==> src/rtl/apb_cmd_master_if.sv <==
// Command/response stream and APB bus bundle for apb_cmd_master.
// The master modport is the controller side; slave is the environment side.
interface apb_cmd_master_if #(
    parameter int addrWidth = 32,
    parameter int dataWidth = 8
);
    logic                 cmd_valid;
    logic                 cmd_ready;
    logic                 cmd_write;
    logic [addrWidth-1:0] cmd_addr;
    logic [dataWidth-1:0] cmd_wdata;

    logic                 rsp_valid;
    logic                 rsp_ready;
    logic [dataWidth-1:0] rsp_rdata;
    logic                 rsp_err;
    logic                 rsp_timeout;

    logic [addrWidth-1:0] paddr;
    logic                 psel;
    logic                 penable;
    logic                 pwrite;
    logic [dataWidth-1:0] pwdata;
    logic [dataWidth-1:0] prdata;
    logic                 pready;
    logic                 pslverr;

    modport master (
        input  cmd_valid, cmd_write, cmd_addr, cmd_wdata, rsp_ready,
               prdata, pready, pslverr,
        output cmd_ready, rsp_valid, rsp_rdata, rsp_err, rsp_timeout,
               paddr, psel, penable, pwrite, pwdata
    );

    modport slave (
        output cmd_valid, cmd_write, cmd_addr, cmd_wdata, rsp_ready,
               prdata, pready, pslverr,
        input  cmd_ready, rsp_valid, rsp_rdata, rsp_err, rsp_timeout,
               paddr, psel, penable, pwrite, pwdata
    );
endinterface

==> src/rtl/apb_cmd_master.sv <==
// APB master: one valid/ready command becomes one APB transfer, answered on the
// response handshake. A watchdog aborts transfers whose slave never asserts pready.
//
// state  | meaning
// IDLE   | cmd_ready high, waiting for a command
// SETUP  | psel=1, penable=0 for one cycle
// ACCESS | psel=1, penable=1 until pready or watchdog expiry
// RESP   | bus released, rsp_valid held until rsp_ready
module apb_cmd_master #(
    parameter int addrWidth      = 32,
    parameter int dataWidth      = 8,
    parameter int TIMEOUT_CYCLES = 16
) (
    input  logic              clk,
    input  logic              reset,
    apb_cmd_master_if.master  bus
);
    localparam int CW = (TIMEOUT_CYCLES > 0) ? $clog2(TIMEOUT_CYCLES + 1) : 1;

    typedef enum logic [1:0] {IDLE, SETUP, ACCESS, RESP} state_t;

    state_t               state, state_nxt;
    logic [CW-1:0]        wait_cnt, wait_cnt_nxt, wait_inc;
    logic [addrWidth-1:0] paddr_q, paddr_nxt;
    logic                 pwrite_q, pwrite_nxt;
    logic [dataWidth-1:0] pwdata_q, pwdata_nxt;
    logic                 psel_q, psel_nxt;
    logic                 penable_q, penable_nxt;
    logic                 rsp_valid_q, rsp_valid_nxt;
    logic [dataWidth-1:0] rsp_rdata_q, rsp_rdata_nxt;
    logic                 rsp_err_q, rsp_err_nxt;
    logic                 rsp_timeout_q, rsp_timeout_nxt;

    assign wait_inc = wait_cnt + 1'b1;

    always_ff @(posedge clk or negedge reset) begin
        if (!reset) begin
            state         <= IDLE;
            wait_cnt      <= '0;
            paddr_q       <= '0;
            pwrite_q      <= 1'b0;
            pwdata_q      <= '0;
            psel_q        <= 1'b0;
            penable_q     <= 1'b0;
            rsp_valid_q   <= 1'b0;
            rsp_rdata_q   <= '0;
            rsp_err_q     <= 1'b0;
            rsp_timeout_q <= 1'b0;
        end else begin
            state         <= state_nxt;
            wait_cnt      <= wait_cnt_nxt;
            paddr_q       <= paddr_nxt;
            pwrite_q      <= pwrite_nxt;
            pwdata_q      <= pwdata_nxt;
            psel_q        <= psel_nxt;
            penable_q     <= penable_nxt;
            rsp_valid_q   <= rsp_valid_nxt;
            rsp_rdata_q   <= rsp_rdata_nxt;
            rsp_err_q     <= rsp_err_nxt;
            rsp_timeout_q <= rsp_timeout_nxt;
        end
    end

    always_comb begin
        state_nxt       = state;
        wait_cnt_nxt    = wait_cnt;
        paddr_nxt       = paddr_q;
        pwrite_nxt      = pwrite_q;
        pwdata_nxt      = pwdata_q;
        psel_nxt        = psel_q;
        penable_nxt     = penable_q;
        rsp_valid_nxt   = rsp_valid_q;
        rsp_rdata_nxt   = rsp_rdata_q;
        rsp_err_nxt     = rsp_err_q;
        rsp_timeout_nxt = rsp_timeout_q;
        case (state)
            IDLE: begin
                if (bus.cmd_valid) begin
                    paddr_nxt    = bus.cmd_addr;
                    pwrite_nxt   = bus.cmd_write;
                    pwdata_nxt   = bus.cmd_wdata;
                    psel_nxt     = 1'b1;
                    wait_cnt_nxt = '0;
                    state_nxt    = SETUP;
                end
            end
            SETUP: begin
                penable_nxt = 1'b1;
                state_nxt   = ACCESS;
            end
            ACCESS: begin
                if (bus.pready) begin
                    psel_nxt        = 1'b0;
                    penable_nxt     = 1'b0;
                    rsp_valid_nxt   = 1'b1;
                    rsp_rdata_nxt   = pwrite_q ? '0 : bus.prdata;
                    rsp_err_nxt     = bus.pslverr;
                    rsp_timeout_nxt = 1'b0;
                    state_nxt       = RESP;
                end else if (TIMEOUT_CYCLES != 0) begin
                    wait_cnt_nxt = wait_inc;
                    // this low-pready cycle is the last one the watchdog allows
                    if (wait_inc == CW'(TIMEOUT_CYCLES)) begin
                        psel_nxt        = 1'b0;
                        penable_nxt     = 1'b0;
                        rsp_valid_nxt   = 1'b1;
                        rsp_rdata_nxt   = '0;
                        rsp_err_nxt     = 1'b1;
                        rsp_timeout_nxt = 1'b1;
                        state_nxt       = RESP;
                    end
                end
            end
            RESP: begin
                if (bus.rsp_ready) begin
                    rsp_valid_nxt = 1'b0;
                    state_nxt     = IDLE;
                end
            end
            default: state_nxt = IDLE;
        endcase
    end

    // gated by reset so cmd_ready is low while reset is held
    assign bus.cmd_ready   = (state == IDLE) && reset;
    assign bus.paddr       = paddr_q;
    assign bus.pwrite      = pwrite_q;
    assign bus.pwdata      = pwdata_q;
    assign bus.psel        = psel_q;
    assign bus.penable     = penable_q;
    assign bus.rsp_valid   = rsp_valid_q;
    assign bus.rsp_rdata   = rsp_rdata_q;
    assign bus.rsp_err     = rsp_err_q;
    assign bus.rsp_timeout = rsp_timeout_q;
endmodule
==> src/flat_wrapper.sv <==
// flat-port wrapper written by rule: the top's interface ports become plain ports
module apb_cmd_master_flat 
#(
    parameter int addrWidth      = 32,
    parameter int dataWidth      = 8,
    parameter int TIMEOUT_CYCLES = 16
)
  (clk, reset, bus_cmd_valid, bus_cmd_write, bus_cmd_addr, bus_cmd_wdata, bus_rsp_ready, bus_prdata, bus_pready, bus_pslverr, bus_cmd_ready, bus_rsp_valid, bus_rsp_rdata, bus_rsp_err, bus_rsp_timeout, bus_paddr, bus_psel, bus_penable, bus_pwrite, bus_pwdata);
  apb_cmd_master_if #(.addrWidth(addrWidth), .dataWidth(dataWidth)) bus_i ();
  input  logic clk;
  input  logic reset;
  input wire logic [$bits(bus_i.cmd_valid)-1:0] bus_cmd_valid;
  input wire logic [$bits(bus_i.cmd_write)-1:0] bus_cmd_write;
  input wire logic [$bits(bus_i.cmd_addr)-1:0] bus_cmd_addr;
  input wire logic [$bits(bus_i.cmd_wdata)-1:0] bus_cmd_wdata;
  input wire logic [$bits(bus_i.rsp_ready)-1:0] bus_rsp_ready;
  input wire logic [$bits(bus_i.prdata)-1:0] bus_prdata;
  input wire logic [$bits(bus_i.pready)-1:0] bus_pready;
  input wire logic [$bits(bus_i.pslverr)-1:0] bus_pslverr;
  output wire logic [$bits(bus_i.cmd_ready)-1:0] bus_cmd_ready;
  output wire logic [$bits(bus_i.rsp_valid)-1:0] bus_rsp_valid;
  output wire logic [$bits(bus_i.rsp_rdata)-1:0] bus_rsp_rdata;
  output wire logic [$bits(bus_i.rsp_err)-1:0] bus_rsp_err;
  output wire logic [$bits(bus_i.rsp_timeout)-1:0] bus_rsp_timeout;
  output wire logic [$bits(bus_i.paddr)-1:0] bus_paddr;
  output wire logic [$bits(bus_i.psel)-1:0] bus_psel;
  output wire logic [$bits(bus_i.penable)-1:0] bus_penable;
  output wire logic [$bits(bus_i.pwrite)-1:0] bus_pwrite;
  output wire logic [$bits(bus_i.pwdata)-1:0] bus_pwdata;
  assign bus_i.cmd_valid = bus_cmd_valid;
  assign bus_i.cmd_write = bus_cmd_write;
  assign bus_i.cmd_addr = bus_cmd_addr;
  assign bus_i.cmd_wdata = bus_cmd_wdata;
  assign bus_i.rsp_ready = bus_rsp_ready;
  assign bus_i.prdata = bus_prdata;
  assign bus_i.pready = bus_pready;
  assign bus_i.pslverr = bus_pslverr;
  assign bus_cmd_ready = bus_i.cmd_ready;
  assign bus_rsp_valid = bus_i.rsp_valid;
  assign bus_rsp_rdata = bus_i.rsp_rdata;
  assign bus_rsp_err = bus_i.rsp_err;
  assign bus_rsp_timeout = bus_i.rsp_timeout;
  assign bus_paddr = bus_i.paddr;
  assign bus_psel = bus_i.psel;
  assign bus_penable = bus_i.penable;
  assign bus_pwrite = bus_i.pwrite;
  assign bus_pwdata = bus_i.pwdata;
  apb_cmd_master #(.addrWidth(addrWidth), .dataWidth(dataWidth), .TIMEOUT_CYCLES(TIMEOUT_CYCLES)) u_core (.clk(clk), .reset(reset), .bus(bus_i));
endmodule
==> config.mk <==
export PLATFORM = sky130hd
export DESIGN_NAME = apb_cmd_master_flat
export DESIGN_NICKNAME = d
export VERILOG_FILES = /design/src/rtl/apb_cmd_master_if.sv /design/src/rtl/apb_cmd_master.sv /design/src/flat_wrapper.sv
export SDC_FILE = /design/constraint.sdc
export NUM_CORES = 1
export LEC_CHECK = 0
export CORE_MARGIN = 5
export CORE_UTILIZATION = 42
export CTS_BUF_LIST = sky130_fd_sc_hd__clkbuf_8 sky130_fd_sc_hd__clkbuf_16
export DETAILED_ROUTE_END_ITERATION = 8
export PLACE_DENSITY = 0.75
export SLEW_MARGIN = 20
export SYNTH_ARGS = -nofsm -noshare
export SYNTH_HDL_FRONTEND = slang
export SYNTH_SLANG_ARGS = --single-unit
==> constraint.sdc <==
create_clock -name clk -period 2.3 [get_ports clk]
set_input_delay 0.23 -clock clk [delete_from_list [all_inputs] [get_ports clk]]
set_output_delay 0.23 -clock clk [all_outputs]
set_load 0.02 [all_outputs]
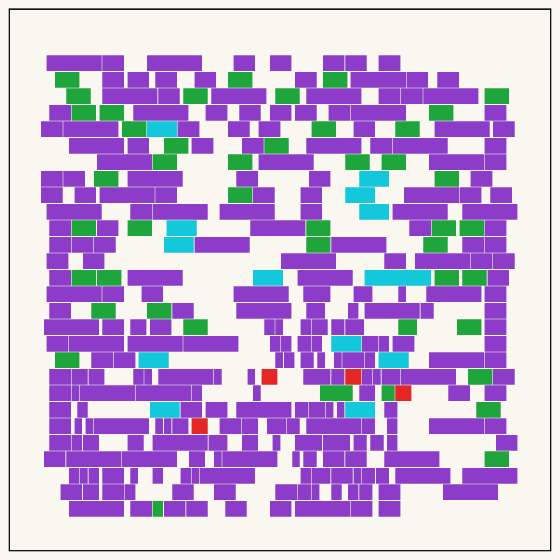
Figure 1: run 1, cell sizes after repair.
| size | color | cells | share |
|---|---|---|---|
| drive 2 | green | 45 | 14% |
| drive 1 or less | purple | 263 | 81% |
| drive 6 and up | cyan | 13 | 4.0% |
| drive 3 to 4 | red | 4 | 1.2% |
Layout area overhead: 52.29%
final std cell area, no fill: 3994 um^2

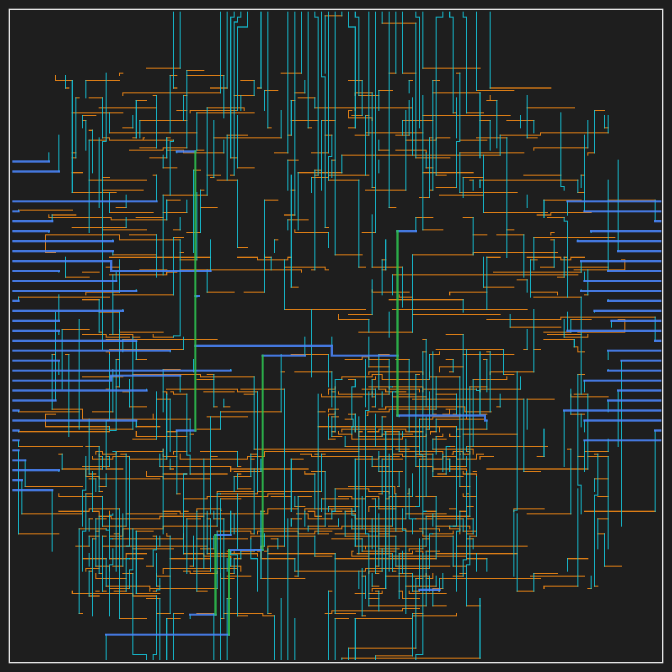
Figure 2: run 1, routed metal, one color a layer.
| layer | color | wire length |
|---|---|---|
| met3 | blue | 605 um |
| met4 | green | 112 um |
| met1 | orange | 2,730 um |
| met2 | cyan | 3,250 um |
detail-routed net length per standard cell: 16.74 um
GRT Resource Usage Total: 17.36%

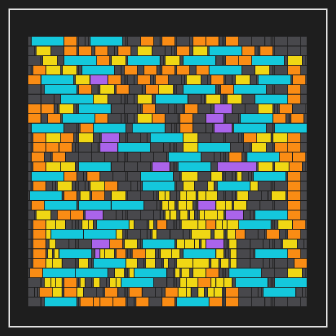
Figure 3: run 1, cells colored by class.
Fill, decap, tap and diode cells in gray.
| class | color | cells | share of their area |
|---|---|---|---|
| clock drivers and dummy loads | purple | 14 | 5.1% |
| flops | cyan | 61 | 39% |
| all other logic | yellow | 137 | 27% |
| other buffers and delay cells | orange | 113 | 29% |
core area: 5991 um^2
fin util: 66.67%
row count: 28
flip-flop and latch share of the layout cell area: 38.22%

==> run 1: power by group through the flow <==
stage	clock [uW]	sequential [uW]	combinational, uW
finish	959	1880	2810
global route	1030	1950	3020
CTS	982	1880	2850
detailed placement	0	1890	2840
global placement	0	1860	2780
floorplan	0	2430	959
==> run 1: worst register-to-register path: stages, from the launching register on <==
cell and delay, ps:
sky130_fd_sc_hd__dfrtp_1 380, sky130_fd_sc_hd__inv_1 150, sky130_fd_sc_hd__ha_1 410, sky130_fd_sc_hd__nand2_1 200, sky130_fd_sc_hd__nor2_1 490, sky130_fd_sc_hd__a22oi_1 150, sky130_fd_sc_hd__o21ai_0 120
==> run 1: routing by layer <==
metal  vias up  share of wire, %
met4         0               1.7
met3        13               9.0
met5         -                 0
met1      1052                41
li1        978                 -
met2        70                49
==> results.json, run 1 <==
{
  "number_of_global_route_vias_before_repair": 2197,
  "yosys-top-cells-count": "sky130_fd_sc_hd__dfrtp_1 (61), sky130_fd_sc_hd__mux2_2 (41), sky130_fd_sc_hd__nand2_1 (15)",
  "regToRegSetupSlack_ps": 330,
  "htreeDepth": 3,
  "final_cells": 400,
  "rsz0062_at_grt": "no",
  "layout.comb_gates.multi_input": 131,
  "post-dp-hpwl_um": 4861,
  "layout_worst_path_cycle_share_pct": 92.81,
  "die_x_um": 89.02,
  "synth.comb.largest_family": "multiplexers",
  "critical_path.top_delay_family": "buffers and inverters",
  "cts_root_buf": "sky130_fd_sc_hd__clkbuf_8",
  "mux_area_share_pct": 17.99,
  "detailedRoute.firstIterationViolations": 104,
  "final.signal_inverter_count": 6,
  "post_drt_via_cell_ratio": 5.283,
  "pwr_density_cell_nw_per_um2": 1414,
  "fillers": 477,
  "critical_path_class": "flop to output port",
  "timing.critical_path.buf_inv": 2,
  "m1_gr_usage_pct": 21.47,
  "worst_hold_path_class": "input pin to async pin",
  "postSynthAreaPerCell_um2": 12.67,
  "power.static_leakage_uw": 0.001701,
  "multi_input_comb_area_um2": 1036,
  "maxClockFrequency_ghz": 0.4685,
  "grt_overflow": 0,
  "yosys.area_share.simple_pct": 8.111,
  "cts_post_setup_buffers_inserted": 0,
  "timing.critical_path.cells": "inv_1 -> ha_2 -> and2_1 -> clkdlybuf4s50_1",
  "worst_ir_drop_vdd_v": 0.0007064,
  "finalWorstSetupSlack_ps": 165.3,
  "drc": 0,
  "worstReg2RegEnd": "u_core.bus.rsp_rdata[1]",
  "non_clock_buffer_count": 113,
  "synth-cells-yosys": 207,
  "synthArstFlopShare_pct": 100.0,
  "biggestCellCategory": "registers",
  "synth_flop_count": 61,
  "placedInstanceArea_um2": 3792,
  "fp_util_pct": 43.78,
  "layout.cells.most_common_list": "sky130_fd_sc_hd__clkdlybuf4s50_1 (108), sky130_fd_sc_hd__dfrtp_1 (61), sky130_fd_sc_hd__mux2_2 (41)",
  "cp_max_fo": 7,
  "layout_min_cycle_time_ps": 2135,
  "fraction_of_layout_cells_with_a_size_suffix_above_1_pct": 19.08,
  "grt_start_max_net_pins": 62,
  "worstReg2RegStart": "u_core.state[0]",
  "routed-via-count": 2113,
  "path_depth": 4,
  "flop-count": 61,
  "clockPowerShare_pct": 17.0,
  "final.clkbuf_count": 12,
  "die-area_um2": 7925,
  "synth.yosys.seq_area_share_pct": 58.21,
  "yosysTopAreaCellShare_pct": 58.21,
  "edf_count": 0,
  "cts-root-to-sink-buffers": 2,
  "lay_top_count": "sky130_fd_sc_hd__clkdlybuf4s50_1",
  "synth.most_common_cell": "sky130_fd_sc_hd__dfrtp_1",
  "ant_diodes": 0,
  "run_status": "finished clean",
  "synth.yosys.chip_area_um2": 2623,
  "stage_log_warnings": 29
}
==> run 2: changes to the inputs <==
Settings changed: ABC_CLOCK_PERIOD_IN_PS set to 2300.
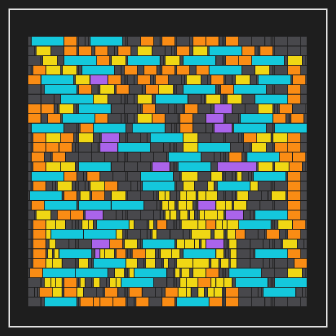
Figure 4: run 2, cells colored by class.
Fill, decap, tap and diode cells in gray.
| class | color | cells | share of their area |
|---|---|---|---|
| clock drivers and dummy loads | purple | 14 | 5.1% |
| all other logic | yellow | 137 | 27% |
| flops | cyan | 61 | 39% |
| other buffers and delay cells | orange | 113 | 29% |

==> results.json, run 2 <==
{
  "run_status": "finished clean",
  "met2WireLength_um": 3253,
  "critical_path.top_delay_family": "buffers and inverters",
  "grt_pass1_wl_um": 10490,
  "finalSetupViolations": 0,
  "cts-root-to-sink-buffers": 2,
  "maxClockFrequency_ghz": 0.4685,
  "fin_util_pct": 66.67,
  "fraction_of_layout_cells_with_a_size_suffix_above_1_pct": 19.08,
  "yosys-top-cells-count": "sky130_fd_sc_hd__dfrtp_1 (61), sky130_fd_sc_hd__mux2_2 (41), sky130_fd_sc_hd__nand2_1 (15)",
  "path_depth": 4,
  "max_slew_margin_pct": 48.67,
  "synth_warnings": 0,
  "die.size.y_um": 89.02,
  "tritoncts": "yes",
  "drt-pass1-iter-count": 4,
  "postSynthNetCount": 267,
  "timing.critical_path.slowest_stage_cell": "sky130_fd_sc_hd__clkdlybuf4s50_1",
  "cp-endpoint": "bus_cmd_ready",
  "highest_layer": "met4",
  "postRouteWirelength_um": 6696,
  "clockNetworkPower_uw": 959,
  "final_cells": 400,
  "finalHoldWorstSlack_ps": 123.0,
  "clockPowerShare_pct": 17.0,
  "synthToLayoutAreaGrowth_pct": 52.29,
  "critical_path.max_stage_delay_ps": 620,
  "maxPowerGroup": "combinational logic",
  "power.static_leakage_uw": 0.001701,
  "regToRegSetupSlack_ps": 330,
  "post-place-cells": 386,
  "placementRows": 28,
  "area_leaders": "sky130_fd_sc_hd__dfrtp_1 (58%), sky130_fd_sc_hd__mux2_2 (18%), sky130_fd_sc_hd__o21ai_0 (2.5%)",
  "rsz0062_at_grt": "no",
  "timing.critical_path.cells": "inv_1 -> ha_2 -> and2_1 -> clkdlybuf4s50_1",
  "die-area_um2": 7925,
  "largest_reg_flops": 32,
  "fp_util_pct": 43.78,
  "fin_area_um2": 3994,
  "drv_cap": 0,
  "worst_r2r_path_depth": 6,
  "cts.sinks": 61,
  "total_power_uw": 5649,
  "synth.most_common_cell": "sky130_fd_sc_hd__dfrtp_1",
  "synthArstFlopShare_pct": 100.0,
  "core_region_area_um2": 5991,
  "fin_skew_ps": 6.654,
  "fillers": 477,
  "synth.distinct_cells": 33,
  "synth-cells-yosys": 207,
  "cts_repair_resize_count": 0,
  "worst_ir_drop_vdd_v": 0.0007064,
  "grt.busiest_layer": "met2",
  "ant_nets": 0,
  "ys_dominant_reg_cell": "sky130_fd_sc_hd__dfrtp_1",
  "netlist_instances": 207,
  "setup.worst_path.start": "u_core.state[0]",
  "detailedRoute.firstIterationViolations": 104,
  "ant_diodes": 0,
  "timing.critical_path.buf_inv": 2,
  "finalWorstSetupSlack_ps": 165.3,
  "layout.cells.most_common_list": "sky130_fd_sc_hd__clkdlybuf4s50_1 (108), sky130_fd_sc_hd__dfrtp_1 (61), sky130_fd_sc_hd__mux2_2 (41)",
  "timing_worst_slew_pin_value_ps": 770.0,
  "switching_fraction_of_total_power_pct": 35.95,
  "arrival_ps": 1900,
  "power.switching_uw": 2031,
  "synth.yosys.chip_area_um2": 2623,
  "wl_met3_um": 604,
  "lay_top_count": "sky130_fd_sc_hd__clkdlybuf4s50_1",
  "yosysTopAreaCellShare_pct": 58.21,
  "cts-hold-fix-buffers": 0,
  "number_of_global_route_vias_before_repair": 2197,
  "edf_count": 0,
  "layout.nets": 382,
  "antenna_violations_before_repair": 0,
  "post_drt_via_cell_ratio": 5.283,
  "worst_ep_required_time_ps": 2070,
  "design.portCount": 110,
  "post-place-ws_ps": 338.6,
  "grt_overflow": 0,
  "worstReg2RegStart": "u_core.state[0]",
  "routed-via-count": 2113,
  "cp_max_fo": 7,
  "cts_post_setup_buffers_inserted": 0,
  "timing.critical_path.from_type": "flop",
  "m1_gr_usage_pct": 21.47,
  "final_hold_viol_count": 0,
  "cp-end-kind": "output port",
  "port_buffers": 109,
  "power.share.sequential_pct": 33.2,
  "pwr_density_cell_nw_per_um2": 1414,
  "htreeDepth": 3,
  "synth_flop_count": 61,
  "die_x_um": 89.02,
  "power.share.combinational_pct": 49.8,
  "grt_use_met2_pct": 27.94,
  "mappedNetlistArea_um2": 2623,
  "routabilityCongestion": 0.7991,
  "timing.final.max_slew_violations": 0,
  "cts_root_buf": "sky130_fd_sc_hd__clkbuf_8",
  "p_int_uw": 3618,
  "synth.yosys.seq_area_share_pct": 58.21,
  "seq_group_uw": 1880,
  "placedInstanceArea_um2": 3792,
  "critical_path_class": "flop to output port",
  "layout_worst_path_cycle_share_pct": 92.81,
  "top_area_cell": "sky130_fd_sc_hd__dfrtp_1",
  "grt.met3_usage_pct": 5.899,
  "postSynthAreaPerCell_um2": 12.67,
  "worstSkewPairLatency_ps": 320,
  "route.detailed.wl_per_inst_um": 16.74,
  "grt_start_max_net_pins": 62,
  "stage_log_warnings": 29,
  "setup_tns_ps": 0,
  "worst_hold_path_class": "input pin to async pin",
  "powerComb_uw": 2810,
  "worstReg2RegEnd": "u_core.bus.rsp_rdata[1]",
  "globalRouteTotalUtil_pct": 17.36,
  "post-dp-hpwl_um": 4861,
  "layout_min_cycle_time_ps": 2135,
  "met1_length_um": 2726,
  "cts-buffers-inserted": 9,
  "drc": 0,
  "clock_transition_at_the_register_clock_pins_on_the_worst_setup_and_hold_paths_after_cts_ps": 70
}
==> run 2: layout make-up <==
| cell class | instances | area (um^2) | share of cell area (%) |
|---|---|---|---|
| clock inverter | 2 | 33.78 | 0.8459 |
| multi-input combinational | 131 | 1036 | 25.94 |
| tap | 75 | 93.84 | 2.350 |
| clock buffer | 12 | 165.2 | 4.135 |
| inverter | 6 | 22.52 | 0.5639 |
| timing repair buffer | 113 | 1116 | 27.94 |
| sequential | 61 | 1526 | 38.22 |
==> run 2: kinds of logic (layout without fill, tap and decap cells) <==
logic type	after synthesis	in the layout	synth area share [%]
AND-OR/OR-AND	43	43	10.83
adder cells (fa/ha/maj)	5	5	2.385
buffers and inverters	15	133	2.481
flip-flops	61	61	58.21
multiplexers	42	42	17.99
AND/OR/NAND/NOR	41	41	8.111
Power is estimated from default activity; no workload was simulated.
